==> src/rtl/atten_spi_if.sv <==
// Attenuator scheduler bus: gain capture inputs, config and SPI/status outputs.
// Master drives gain words and config; slave is the scheduler.
interface atten_spi_if #(
  parameter int NUM_CH     = 4,
  parameter int GAIN_WIDTH = 12
);
  logic [NUM_CH*GAIN_WIDTH-1:0] gain_word;
  logic [NUM_CH-1:0]            gain_valid;
  logic                         hold;
  logic                         cfg_enable;
  logic [GAIN_WIDTH-1:0]        cfg_deadband;
  logic                         spi_sclk;
  logic                         spi_cs_n;
  logic                         spi_mosi;
  logic                         busy;
  logic                         upd_done;
  logic [3:0]                   upd_ch;

  modport master (
    output gain_word, gain_valid, hold,
    output cfg_enable, cfg_deadband,
    input  spi_sclk, spi_cs_n, spi_mosi,
    input  busy, upd_done, upd_ch
  );

  modport slave (
    input  gain_word, gain_valid, hold,
    input  cfg_enable, cfg_deadband,
    output spi_sclk, spi_cs_n, spi_mosi,
    output busy, upd_done, upd_ch
  );
endinterface

==> src/rtl/atten_spi_scheduler.sv <==
// Round-robin deadband scheduler writing per-channel gain words over SPI mode 0.
// Optional ATTEN_SPI_PARITY_EN appends an even-parity bit (17-bit frame).
module atten_spi_scheduler #(
  parameter int NUM_CH     = 4,
  parameter int GAIN_WIDTH = 12,
  parameter int SCLK_DIV   = 4
) (
  input logic        clk,
  input logic        rst_n,
  atten_spi_if.slave bus
);

  localparam int CW = (NUM_CH > 1) ? $clog2(NUM_CH) : 1;
  localparam int DW = $clog2(SCLK_DIV);
`ifdef ATTEN_SPI_PARITY_EN
  localparam int FW = 17;
`else
  localparam int FW = 16;
`endif

  typedef enum logic [1:0] {
    IDLE, LOAD, SHIFT, GUARD
  } state_e;

  state_e                state_q;
  logic [DW-1:0]         div_q;
  logic [4:0]            bit_q;
  logic [FW-1:0]         sh_q;
  logic [GAIN_WIDTH-1:0] word_q [NUM_CH];
  logic [GAIN_WIDTH-1:0] sent_q [NUM_CH];
  logic [NUM_CH-1:0]     primed_q;
  logic [NUM_CH-1:0]     pend_q;
  logic [CW-1:0]         last_q;
  logic [CW-1:0]         gnt_q;
  logic                  sclk_q;
  logic                  cs_n_q;
  logic                  mosi_q;
  logic                  busy_q;
  logic                  done_q;
  logic [3:0]            ch_q;

  logic [GAIN_WIDTH-1:0] win [NUM_CH];
  logic                  found;
  logic [CW-1:0]         gnt;
  logic [CW-1:0]         idx;
  logic                  start;
  logic                  div_last;
  logic [15:0]           f16;
  logic [FW-1:0]         frame;

  function automatic logic exceeds(
    input logic [GAIN_WIDTH-1:0] a,
    input logic [GAIN_WIDTH-1:0] b,
    input logic [GAIN_WIDTH-1:0] d
  );
    logic [GAIN_WIDTH:0] diff;
    if (a >= b) diff = {1'b0, a} - {1'b0, b};
    else        diff = {1'b0, b} - {1'b0, a};
    return diff > {1'b0, d};
  endfunction

  always_comb begin
    for (int k = 0; k < NUM_CH; k++)
      win[k] = bus.gain_word[k*GAIN_WIDTH +: GAIN_WIDTH];
  end

  // First pending channel after the last grant, wrapping
  always_comb begin
    found = 1'b0;
    gnt   = last_q;
    idx   = '0;
    for (int i = 1; i <= NUM_CH; i++) begin
      idx = CW'((int'(last_q) + i) % NUM_CH);
      if (!found && pend_q[idx]) begin
        found = 1'b1;
        gnt   = idx;
      end
    end
  end

  assign start = (state_q == IDLE) && bus.cfg_enable
              && !bus.hold && found;
  assign div_last = (div_q == DW'(SCLK_DIV - 1));
  assign f16 = {4'(gnt), 12'(word_q[gnt])};

`ifdef ATTEN_SPI_PARITY_EN
  assign frame = {f16, ^f16};
`else
  assign frame = f16;
`endif

  always_ff @(posedge clk or negedge rst_n) begin
    if (!rst_n) begin
      state_q  <= IDLE;
      div_q    <= '0;
      bit_q    <= '0;
      sh_q     <= '0;
      primed_q <= '0;
      pend_q   <= '0;
      last_q   <= CW'(NUM_CH - 1);
      gnt_q    <= '0;
      sclk_q   <= 1'b0;
      cs_n_q   <= 1'b1;
      mosi_q   <= 1'b0;
      busy_q   <= 1'b0;
      done_q   <= 1'b0;
      ch_q     <= '0;
      for (int k = 0; k < NUM_CH; k++) begin
        word_q[k] <= '0;
        sent_q[k] <= '0;
      end
    end else begin
      done_q <= 1'b0;
      // Same-cycle capture on a granted channel compares to the snapshot
      for (int k = 0; k < NUM_CH; k++) begin
        if (start && gnt == CW'(k)) begin
          sent_q[k]   <= word_q[k];
          primed_q[k] <= 1'b1;
          pend_q[k]   <= bus.gain_valid[k]
                      && exceeds(win[k], word_q[k], bus.cfg_deadband);
        end else if (bus.gain_valid[k]
                  && (!primed_q[k]
                  || exceeds(win[k], sent_q[k], bus.cfg_deadband))) begin
          pend_q[k] <= 1'b1;
        end
        if (bus.gain_valid[k]) word_q[k] <= win[k];
      end

      unique case (state_q)
        IDLE: begin
          if (start) begin
            state_q <= LOAD;
            last_q  <= gnt;
            gnt_q   <= gnt;
            sh_q    <= frame;
            cs_n_q  <= 1'b0;
            sclk_q  <= 1'b0;
            mosi_q  <= frame[FW-1];
            busy_q  <= 1'b1;
            div_q   <= '0;
          end
        end
        LOAD: begin
          div_q <= div_q + 1'b1;
          if (div_last) begin
            div_q   <= '0;
            bit_q   <= '0;
            state_q <= SHIFT;
          end
        end
        SHIFT: begin
          div_q <= div_q + 1'b1;
          if (div_last) begin
            div_q <= '0;
            if (!sclk_q) begin
              sclk_q <= 1'b1;
            end else if (bit_q == 5'(FW - 1)) begin
              state_q <= GUARD;
              sclk_q  <= 1'b0;
              cs_n_q  <= 1'b1;
              mosi_q  <= 1'b0;
            end else begin
              sclk_q <= 1'b0;
              bit_q  <= bit_q + 1'b1;
              sh_q   <= {sh_q[FW-2:0], 1'b0};
              mosi_q <= sh_q[FW-2];
            end
          end
        end
        GUARD: begin
          div_q <= div_q + 1'b1;
          if (div_last) begin
            div_q   <= '0;
            state_q <= IDLE;
            busy_q  <= 1'b0;
            done_q  <= 1'b1;
            ch_q    <= 4'(gnt_q);
          end
        end
        default: state_q <= IDLE;
      endcase
    end
  end

  assign bus.spi_sclk = sclk_q;
  assign bus.spi_cs_n = cs_n_q;
  assign bus.spi_mosi = mosi_q;
  assign bus.busy     = busy_q;
  assign bus.upd_done = done_q;
  assign bus.upd_ch   = ch_q;

endmodule

==> src/flat_wrapper.sv <==
// flat-port wrapper written by rule: the top's interface ports become plain ports
module atten_spi_scheduler_flat 
#(
  parameter int NUM_CH     = 4,
  parameter int GAIN_WIDTH = 12,
  parameter int SCLK_DIV   = 4
)
  (clk, rst_n, bus_gain_word, bus_gain_valid, bus_hold, bus_cfg_enable, bus_cfg_deadband, bus_spi_sclk, bus_spi_cs_n, bus_spi_mosi, bus_busy, bus_upd_done, bus_upd_ch);
  atten_spi_if #(.NUM_CH(NUM_CH), .GAIN_WIDTH(GAIN_WIDTH)) bus_i ();
  input logic clk;
  input logic rst_n;
  input wire logic [$bits(bus_i.gain_word)-1:0] bus_gain_word;
  input wire logic [$bits(bus_i.gain_valid)-1:0] bus_gain_valid;
  input wire logic [$bits(bus_i.hold)-1:0] bus_hold;
  input wire logic [$bits(bus_i.cfg_enable)-1:0] bus_cfg_enable;
  input wire logic [$bits(bus_i.cfg_deadband)-1:0] bus_cfg_deadband;
  output wire logic [$bits(bus_i.spi_sclk)-1:0] bus_spi_sclk;
  output wire logic [$bits(bus_i.spi_cs_n)-1:0] bus_spi_cs_n;
  output wire logic [$bits(bus_i.spi_mosi)-1:0] bus_spi_mosi;
  output wire logic [$bits(bus_i.busy)-1:0] bus_busy;
  output wire logic [$bits(bus_i.upd_done)-1:0] bus_upd_done;
  output wire logic [$bits(bus_i.upd_ch)-1:0] bus_upd_ch;
  assign bus_i.gain_word = bus_gain_word;
  assign bus_i.gain_valid = bus_gain_valid;
  assign bus_i.hold = bus_hold;
  assign bus_i.cfg_enable = bus_cfg_enable;
  assign bus_i.cfg_deadband = bus_cfg_deadband;
  assign bus_spi_sclk = bus_i.spi_sclk;
  assign bus_spi_cs_n = bus_i.spi_cs_n;
  assign bus_spi_mosi = bus_i.spi_mosi;
  assign bus_busy = bus_i.busy;
  assign bus_upd_done = bus_i.upd_done;
  assign bus_upd_ch = bus_i.upd_ch;
  atten_spi_scheduler #(.NUM_CH(NUM_CH), .GAIN_WIDTH(GAIN_WIDTH), .SCLK_DIV(SCLK_DIV)) u_core (.clk(clk), .rst_n(rst_n), .bus(bus_i));
endmodule
==> config.mk <==
export PLATFORM = sky130hd
export DESIGN_NAME = atten_spi_scheduler_flat
export DESIGN_NICKNAME = d
export VERILOG_FILES = /design/src/rtl/atten_spi_if.sv /design/src/rtl/atten_spi_scheduler.sv /design/src/flat_wrapper.sv
export SDC_FILE = /design/constraint.sdc
export NUM_CORES = 1
export LEC_CHECK = 0
export CORE_ASPECT_RATIO = 0.9
export CORE_MARGIN = 2
export CORE_UTILIZATION = 40
export CTS_CLUSTER_DIAMETER = 80
export DETAILED_ROUTE_END_ITERATION = 10
export HOLD_SLACK_MARGIN = 0.03
export PLACE_DENSITY = 0.61
export SYNTH_ARGS = -nofsm -noshare
export SYNTH_HDL_FRONTEND = slang
export SYNTH_SLANG_ARGS = --single-unit
==> constraint.sdc <==
create_clock -name clk -period 3.95 [get_ports clk]
set_input_delay 0.5925 -clock clk [delete_from_list [all_inputs] [get_ports clk]]
set_output_delay 0.5925 -clock clk [all_outputs]
set_load 0.02 [all_outputs]
==> impl_metrics.tcl <==
# metrics dict for downstream scripts
set metrics [dict create \
    status "complete, but fails checks" \
    violations "setup timing" \
    powerComb_w 0.0115 \
    rsz0062_at_grt "true" \
    final_util_pct 58.8 \
    cp_slowest_cell "a311o_1" \
    diodes 0 \
    pre_cts_ws_ns -1.32 \
    fin_hold_ws_ns 0.147 \
    rr_worst_depth 19 \
    fp-row-count 70 \
    slew_violations 0 \
    seq_share_pct 14.6 \
    reg.largest.list "u_core.sent_q: 48 flops, u_core.word_q: 48 flops, u_core.sh_q: 15 flops" \
    p_per_area_nw_per_um2 648 \
    cp_max_fo 5 \
    setup_viol 4 \
    fin_cells 3163 \
    chipArea_um2 42600 \
    worst_r2r_endpoint "u_core.pend_q[0]$_DFFE_PN0P_" \
    topCombFamilyByArea "adder cells" \
    route.met3.wl_mm 2.42 \
    power.group.top "combinational cells" \
    warning_count 129 \
    ant_nets 0 \
    n_sequential_cell 139 \
    async_flop_share_pct 100 \
    synthXorXnorAreaFrac_pct 4.22 \
    final_cell_mix "buf_4 (562), ha_1 (231), nand2_1 (212)" \
    topCellsByArea "ha_1 (23%), dfrtp_1 (21%), o21ai_0 (6.7%)" \
    synthFlopType "dfrtp_1" \
    drv_cap 0 \
    grt_pass1_vias 16900 \
    seqCellArea_um2 3490 \
    numCtsBuffers 17 \
    layout_top_cell "buf_4" \
    drt-vias-per-instance 5.26 \
    fp_util_pct 40.4 \
    worstSetupEndpointType "flip-flop" \
    clkLatencyLatePin_ns 0.46 \
    critPathRequiredTime_ns 4.29 \
    nMultiInputCombCells 1578 \
    crit_end "u_core.pend_q[3]$_DFFE_PN0P_" \
    postCtsSetupBuffers 41 \
    ys_sh_simple_pct 13.1 \
    synth-edff-count 0 \
    r2r_slack_ns -0.25 \
    cts_root_buffer "clkbuf_16" \
    ys_sh_mux_pct 6.35 \
    worstSetupStartpointType "input port" \
    crit_type "in2reg" \
    io_pins 77 \
    post_cts_resized 264 \
    fin_ws_ns -0.255 \
    clk_pin_slew_ns 0.06 \
    netlist_area_um2 16400 \
    antenna_found_initial 0 \
    most_common_cell "ha_1" \
    portBuffers 74 \
    synth_compound_gate_area_share_pct 23.4 \
    arrival_ns 4.54 \
    signal_buffers 653 \
    seqPwrFrac_pct 14.8 \
    p_clk_share_pct 11.0 \
    reg2reg_from "u_core.sent_q[44]$_DFFE_PN0P_" \
    first_iter_violations 1190 \
    dp_cells 3086 \
    dp_hpwl_mm 43.9 \
    ys.flops 139 \
    clock-sinks 139 \
    comb_share_pct 55.1 \
    fin_nets 2990 \
    yosys_area_um2 16400 \
    top_layer "met4" \
    vdd_ir_drop_max_v 0.000432 \
    largest_area_cell "ha_1" \
    clock_skew_ns 0.0122 \
    place_area_um2 21800 \
    drive_above_1_share_pct 34.1 \
    die_w_um 217 \
    adder_share_pct 24.5 \
    p_leak_nw 11.6 \
    cts_tree "yes" \
    fmax_mhz 238 \
]
==> images/final_congestion.png <==
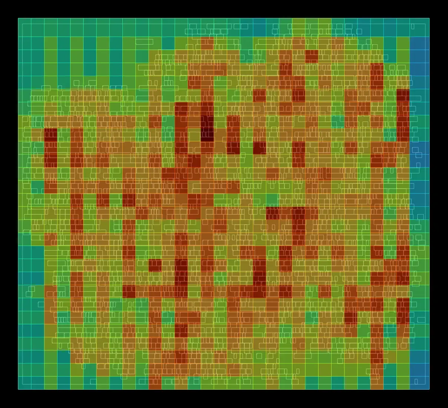
routed length per instance: 17.8 um
Most Crowded Layer GR: met2
met1 usage: 36.2%
All-Layer GR Usage: 26.6%
M3 GR Usage: 3.71%

==> images/pdn.png <==
Pins as bars on the die edge. Tap cells in gray.
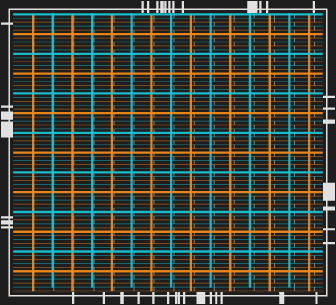
- orange: VSS
- cyan: VDD
- met5 straps: 14
- met1 rails: 71
- rows: 70

==> images/cell_classes.png <==
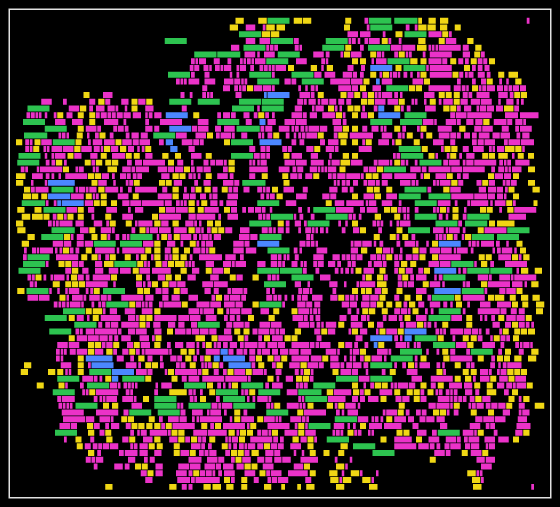
- yellow: other buffers and delay cells (cells 653; share of their area 22%)
- green: flip-flops (cells 139; share of their area 15%)
- blue: clock drivers and dummy loads (cells 32; share of their area 2.6%)
- magenta: all other logic (cells 1799; share of their area 60%)

